Figure 1. Wiring by layer.
Two of the layers only.
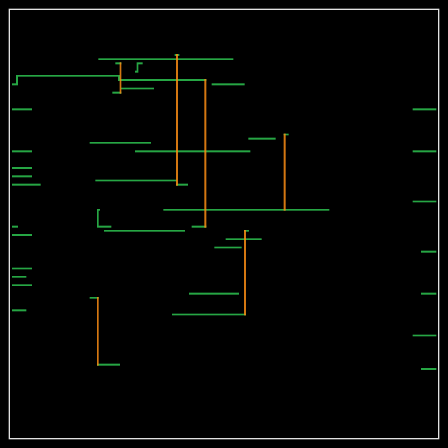
Figure 2. Sizing map.
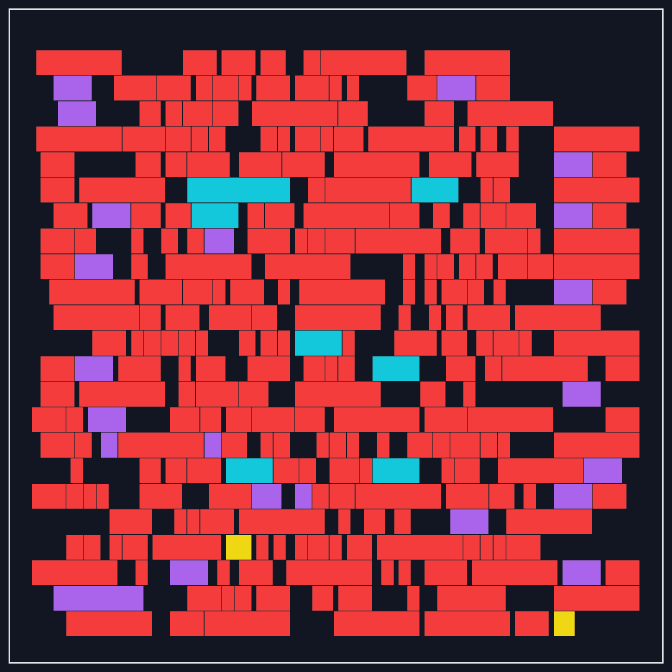
Figure 3. Gate families picked out.
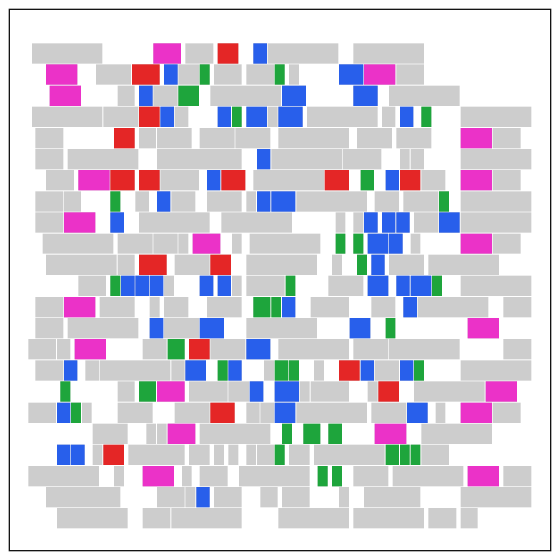
Figure 4. Ports around the boundary.
Bar = 20 um. Pins as bars across the die edge, other pins in gray.
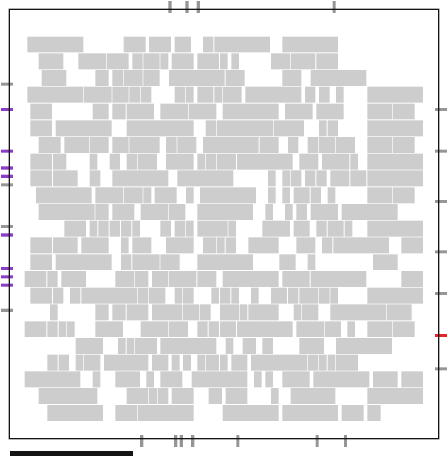
Figure 5. Congestion heat map.
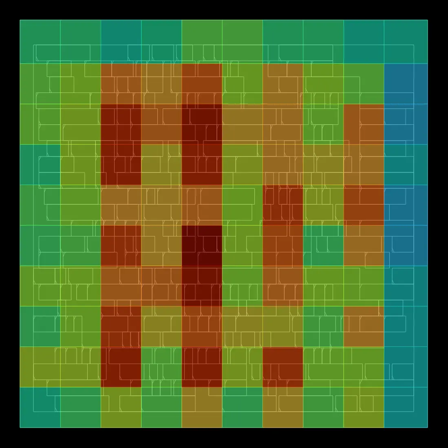
Design accum_seq_proc, sky130hd; sources not shown.
==> changes_impl.md <==
### Physical design

- Outcome: complete, no violations
- P_sw: 1.05 mW
- Synthesis area per yosys: 2580 um2
- Reg2reg path depth: 9
- Dominant power group: combinational cells
- Post-cts repair resize count: 0
- Clk sink count: 45
- Row cnt: 23
- Hold slack: 511 ps
- Hold path depth: 1
- CP Data Required Time: 3200 ps
- First-pass DRT Iterations: 4
- Worst-path clk slew: 90 ps
- Post-synth EDFFs: 0
- Largest fanout on the critical path: 9
- Tcrit/Tclk final: 67.5%
- Final hold vios: 0
- Final slew viol count: 0
- Levels on crit path: 3
- Most common logic cells in the final layout: dfrtp_1, clkdlybuf4s50_1, nand2_1
- Crit-path cells: clkbuf_1 > or3_1 > clkdlybuf4s50_1
- Crit. End Element: primary output
- Layout fillers: 278
- Post-Syn Nets: 295
- Dominant flop cell: dfrtp_1
- Hold WC Path Type: register to register
- Vias in the first global route: 2,146
- # Cells Yosys: 251
- CP Class: register to primary output
- Comb power frac: 54.4%
- Sw frac: 42.0%
- Largest delay share family, worst path: buffers and inverters
- P_comb: 1.36 mW
- CTS tree: yes
- Cells after Synth: 251
- Via-to-Cell Ratio: 5.99
- Cell taking the most area after synthesis: dfrtp_1
- Type of origin of the critical path: register
- Clk root buf: clkbuf_8
- H-tree Lvls: 2
- Unique cell types: 45
- Clock latency on the worst-skew pair: 300 ps
- Post-synth ARST share: 100%
- Chip Area: 4830 um2
- Worst vdd ir: 0.429 mV
- CP max-delay cell: clkdlybuf4s50_1
- Maximum clock frequency: 370 MHz
- Placed inst area: 2930 um2
- Drt drc: 0
About Figure 1:
M4 -> orange  # wire length 86.4 um
M3 -> green  # wire length 248 um
routed via count: 2,026
drt total wl: 5270 um
Avg WL per Cell: 15.6 um
total track usage: 24.4%

About Figure 2:
x1 and smaller -> red  # cells 257, share 89%
x3 and x4 -> yellow  # cells 2, share 0.69%
x2 -> purple  # cells 22, share 7.6%
x6 and larger -> cyan  # cells 7, share 2.4%
Finished Cell Area: 3050 um2
worst setup margin: 1300 ps

About Figure 3:
aoi and oai cells -> blue  # cells 52, most used o21ai_0
nand cells -> green  # cells 34, most used nand2_1
non-inverting ao/oa cells -> red  # cells 16, most used a21o_1
mux cells -> magenta  # cells 20, most used mux2_2, where spread over the die
Comb area share: 44.4%
most numerous logic cell after layout: dfrtp_1
Non-Filler Instances: 338

About Figure 4:
ovf -> red  # pins 1, direction output, edge right
step -> purple  # pins 8, direction input, edge left
chip width: 69.5 um
number of port buffers: 29

About Figure 5:
global routing usage on met2: 42.8%
met3 Track Usage GR: 5.23%

## routing by layer
| metal | share of wire (%) | GRT usage (%) | up-vias |
|---|---|---|---|
| met5 | 0 | 0 | - |
| met4 | 1.6 | 9.80 | 0 |
| met3 | 4.7 | 5.23 | 12 |
| met2 | 51 | 42.8 | 58 |
| met1 | 43 | 29.0 | 970 |
| li1 | - | - | 986 |
## cell usage after synthesis, types with 2 or more instances
cell type	n
a211o_1	2
a211oi_1	3
a21o_1	6
a21oi_1	10
a221o_1	2
a32oi_1	4
and3_1	2
buf_2	3
clkbuf_1	6
dfrtp_1	44
fa_1	2
ha_1	23
inv_1	15
mux2_2	16
mux2i_1	4
nand2_1	25
nand2b_1	3
nand3_1	4
nor2_1	9
nor3_1	6
nor3b_1	2
nor4_1	2
o21a_1	4
o21ai_0	24
o311ai_0	2
o31ai_1	4
xnor2_1	2
xor2_1	5
## worst reg2reg max path, delay by kind of cell, from the launching register on
kind	cells	cell delay (ps)
mux	1	250
fa+ha+maj	2	550
buf+inv	2	310
simple gates	1	190
flops	1	540
compound gates	3	700
## cells by family after synthesis
family | Yosys count | synth area share, %
AOI/OAI and AO/OA | 68 | 17.2
and+or+nand+nor | 62 | 11.8
DFF | 45 | 43.8
adders and majority gates | 25 | 12.7
buffers and inverters | 24 | 3.64
muxes | 20 | 8.55
xor gates and xnor gates | 7 | 2.38
## layout make-up
class	count	area (um2)	area share (%)
buffer	9	37.5	1.23
clock buffer	6	82.6	2.71
clock inverter	2	37.5	1.23
inverter	15	58.8	1.93
multi-input combinational	182	1360	44.4
sequential	45	1130	36.9
tap	50	62.6	2.05
timing repair buffer	29	290	9.51
Power is estimated from default activity; no workload was simulated.
